==> config.mk <==
export PLATFORM = sky130hd
export DESIGN_NAME = cache_refill_controller
export DESIGN_NICKNAME = d
export VERILOG_FILES = /design/src/rtl/cache_refill_controller.sv
export SDC_FILE = /design/constraint.sdc
export NUM_CORES = 1
export LEC_CHECK = 0
export ABC_CLOCK_PERIOD_IN_PS = 3730
export CORE_UTILIZATION = 35
export CTS_CLUSTER_SIZE = 14
export DETAILED_ROUTE_END_ITERATION = 7
export GPL_TIMING_DRIVEN = 0
export PLACE_DENSITY = 0.95
export SLEW_MARGIN = 20
export SYNTH_ARGS = -nofsm -noshare
export SYNTH_HDL_FRONTEND = slang
export SYNTH_SLANG_ARGS = --single-unit
export TNS_END_PERCENT = 5
==> constraint.sdc <==
create_clock -name clk -period 3.73 [get_ports clk]
set_clock_uncertainty 0.1 [all_clocks]
set_input_delay 0.746 -clock clk [delete_from_list [all_inputs] [get_ports clk]]
set_output_delay 0.746 -clock clk [all_outputs]
set_load 0.05 [all_outputs]
### Cell sizes after repair

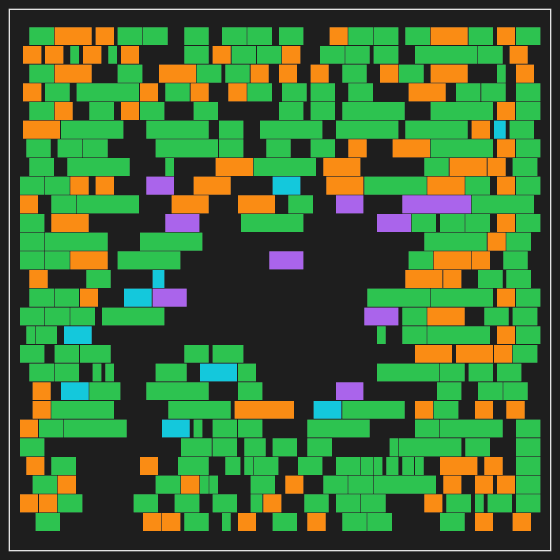
legend:
  drive 6 and up:
    colour: purple
    cells: 9
    share: 2.9%
  drive 1 or less:
    colour: green
    cells: 202
    share: 65%
  drive 2:
    colour: cyan
    cells: 9
    share: 2.9%
  drive 3 to 4:
    colour: orange
    cells: 89
    share: 29%
Synth-to-Final Area Change: 75.5%
cell area after layout: 3600 um2
bufs w/o clock: 202
setup ws final: 0.436 ns

### Placement density heat map

Scale bar: 20 um. 8 x 8 tiles, from dark blue (low) to red (high), 0 to 100% covered.
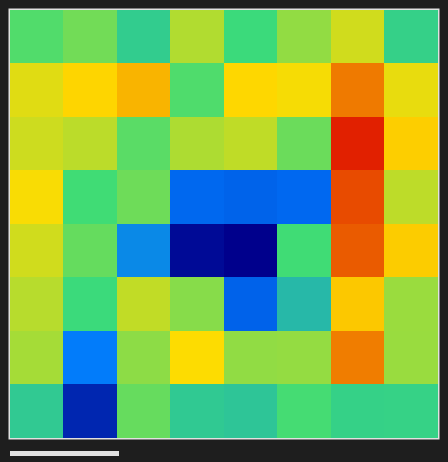
fullest tile: 96%
mean over tiles: 57%
emptiest ninth of the die: centre
FP Util: 36.9%
fin util: 64.7%

### Cell classes on the final placement

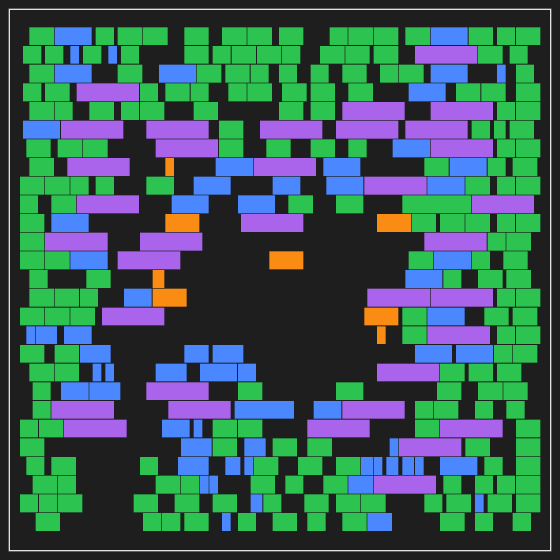
legend:
  clock drivers and dummy loads:
    colour: orange
    cells: 8
    share_of_their_area: 2.3%
  all other logic:
    colour: blue
    cells: 64
    share_of_their_area: 19%
  other buffers and delay cells:
    colour: green
    cells: 202
    share_of_their_area: 53%
  flops:
    colour: purple
    cells: 35
    share_of_their_area: 25%
Seq/total area: 24.3%
row count: 27

### Track usage over the die

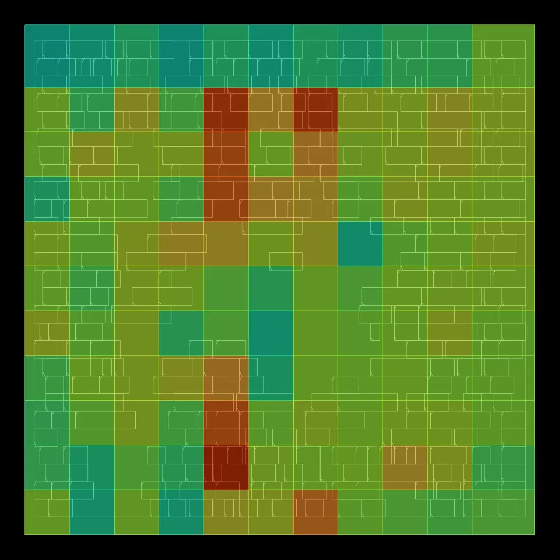
GRT met1 Usage: 17.0%
wire length per cell: 12.7 um
most used routing layer: met2
GR Layer Usage met2: 29.9%
gr usage total: 15.8%

### Signal metal coverage by tile

Scale bar: 20 um. 16 x 16 tiles, from dark blue (low) to red (high), scaled to the fullest tile. Values are wire area over tile area, all layers added.
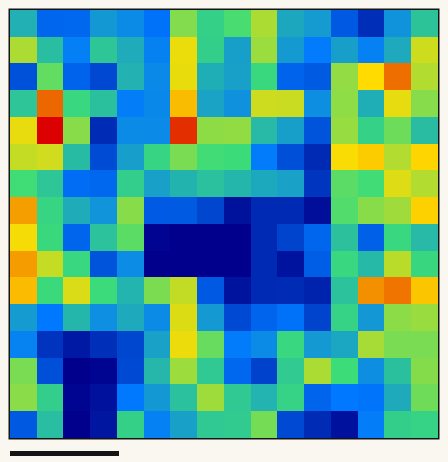
mean over tiles: 0.13
emptiest ninth of the die: centre
tiles over half the peak: 29%
routed wire length: 4830 um
overall via count from detail_route: 1609

==> Changelog: implementation <==
### Changed

* Top power group: combinational logic
* Combinational gate power at between 0.002 and 0.003 W
* #FFs+latches synth at 35
* Setup CP Type: primary input to output port
* First-pass GRT wire length at 7650 um
* Fin. Hold Viols at 0
* Maximum vdd ir drop at around 0.00055 V
* Max-slew violation count at 0
* DIE HEIGHT at 78.6 um
* Post-CTS sizing at 0
* DIE WIDTH at 78.6 um
* Latency at later pin at ~0.27 ns
* Crit Path Max Fanout at 3
* Vias in the first global route at about 1.6k
* Iteration count of the initial detailed-routing pass at 4
* Sequential cell power at about 0.00074 W
* Yosys warns at 0
* Count of tool warnings at 34
* Setup TNS at 0 ns
* Simple-gate portion of the synthesized area at between 3 and 4%
* Largest net degree at the start of global routing at 21
* Clk sinks at 35
* Placement Cell Area at ~3500 um2
* CP cell instances: clkdlybuf4s50_1, and4_1, a21oi_1, nor2_1, clkdlybuf4s50_1
* # IOs at approximately 180
* Antenna-violating nets left at 0
* Max-Slew Margin vs Limit at roughly 65%
* # DRC at 0
* Max FFs per register at 27
* Placer Congestion at approximately 0.69
* Initial antenna violation count at 0
* Top logic family: buffers and inverters
* Gr ovfl total at 0
* Ys cells at 162
* Synthesized instance count at roughly 160
* Met2 WL at between 2000 and 3000 um
* # fillers at 433
* XOR Share, Synth at less than 1%
* Unique cell types at 20
* CP Data Arrival Time at approximately 2.5 ns
* Yosys Chip Area at 2050 um2
* Post-Syn Area per Cell at around 13 um2
* Met3 Resource Use GR at around 5.0%
* Flop pwr share at ~20%
* Sequential Area at 876 um2
* Final period util at 88.3%
* Worst r2r path cells at 5
* Worst setup SP type: primary input
* Post-Syn Area at just over 2000 um2
* Setup slack, reg-to-reg at 1.94 ns
* Status: completed
* Clk pin slew, worst setup/hold paths at about 0.07 ns
* Placed instance count at between 300 and 400
* Input/output buffers at ~130
* CTS H-tree lvls at 2
* Inserted Clock Buffers at 5
* Fmax at 304 MHz
* Total power at around 0.0037 W
* Sw power at 0.00192 W
* RSZ-0062 raised after global routing: no
* Root Buffer: clkbuf_8
* CTS tree: built
* Post-Layout Cell Count at about 380
* Synth mux share at 21.8%
* Flops at 35
* Slew @ Worst Pin at ~0.52 ns
* Max clock buf depth at 2
* Largest class: non-clock buffers
* Clock Buffer Count at 7
* Initial DRC count at 9
* LEAKAGE at between 1.5 and 2 nW
* Pint at ~0.0018 W
* CP Buf/Inv Count at 2
* CP peak stage delay at 0.80 ns
* Max Cap Viol at 0
* Logic share of the area at a little under a fifth
* Final #Nets at between 300 and 400
* Hold/Removal Path Class: primary input to async pin
* Final Critical Period at about 3.3 ns
* ClkCell Share at between 2 and 2.5%
* Most instantiated logic cell after routing: clkdlybuf4s50_1
* Diodes inserted at 0
* Setup violators final at 0
* Post-CTS setup buffers at 0
* WL met3 at just over 500 um
* Switching part of the total at between 50% and 60%
* Metal1 wirelength at 1710 um
* Most common logic cells in the final layout: clkdlybuf4s50_1, buf_4, dfrtp_1
* Logic pwr share at between 70% and 80%
* Pwr per Cell Area at ~1000 nW/um2
* Signal buf overhead at between 50 and 60%
* Invs w/o clock at 4
* Clock power share at 6.9%
* Worst EP required at approximately 2.9 ns
* Hpwl dp at between 4000 and 5000 um
* CP endpoint kind: output port
* Share of cells above drive strength 1 at between 30% and 40%
* Cell count along the critical path at 5
* Post-Place Setup Slack at 0.432 ns
* Via/cell ratio at around 4.2
* Core area at around 5600 um2
* CP dominant cell by count: clkdlybuf4s50_1
* Adder Area Share at 3.65%
* Worst hold slack at 0.327 ns
* CP max stage cell: clkdlybuf4s50_1
* Delay-heaviest family, CP: buffers and inverters
* Combinational gate area at 664 um2
* Die area at between 6000 and 7000 um2
* P_clk at ~0.00026 W
* Sequential area share after synthesis at between 40% and 50%
* Tap cells at roughly 72
* Uppermost layer routed: met4
* Yosys aoi share at 2.19%
* Hold-fix buffers, CTS at 0
* Multi-input gate count at about 60
## synth_stat cells, drive strengths merged
| library cell | number | area [um2] |
|---|---|---|
| inv | 4 | 15.0 |
| conb | 1 | 3.75 |
| nor2b | 1 | 6.26 |
| a21oi | 1 | 5.00 |
| mux2i | 2 | 20.0 |
| nand2 | 5 | 18.8 |
| nand3b | 1 | 7.51 |
| a221oi | 1 | 15.0 |
| buf | 67 | 514 |
| o21ai | 3 | 15.0 |
| ha | 6 | 75.1 |
| o32a | 1 | 10.0 |
| and4 | 1 | 8.76 |
| dfrtp | 35 | 876 |
| nor2 | 1 | 3.75 |
| xnor2 | 1 | 8.76 |
| mux2 | 30 | 428 |
| nand4b | 1 | 23.8 |
Power is estimated from default activity; no workload was simulated.
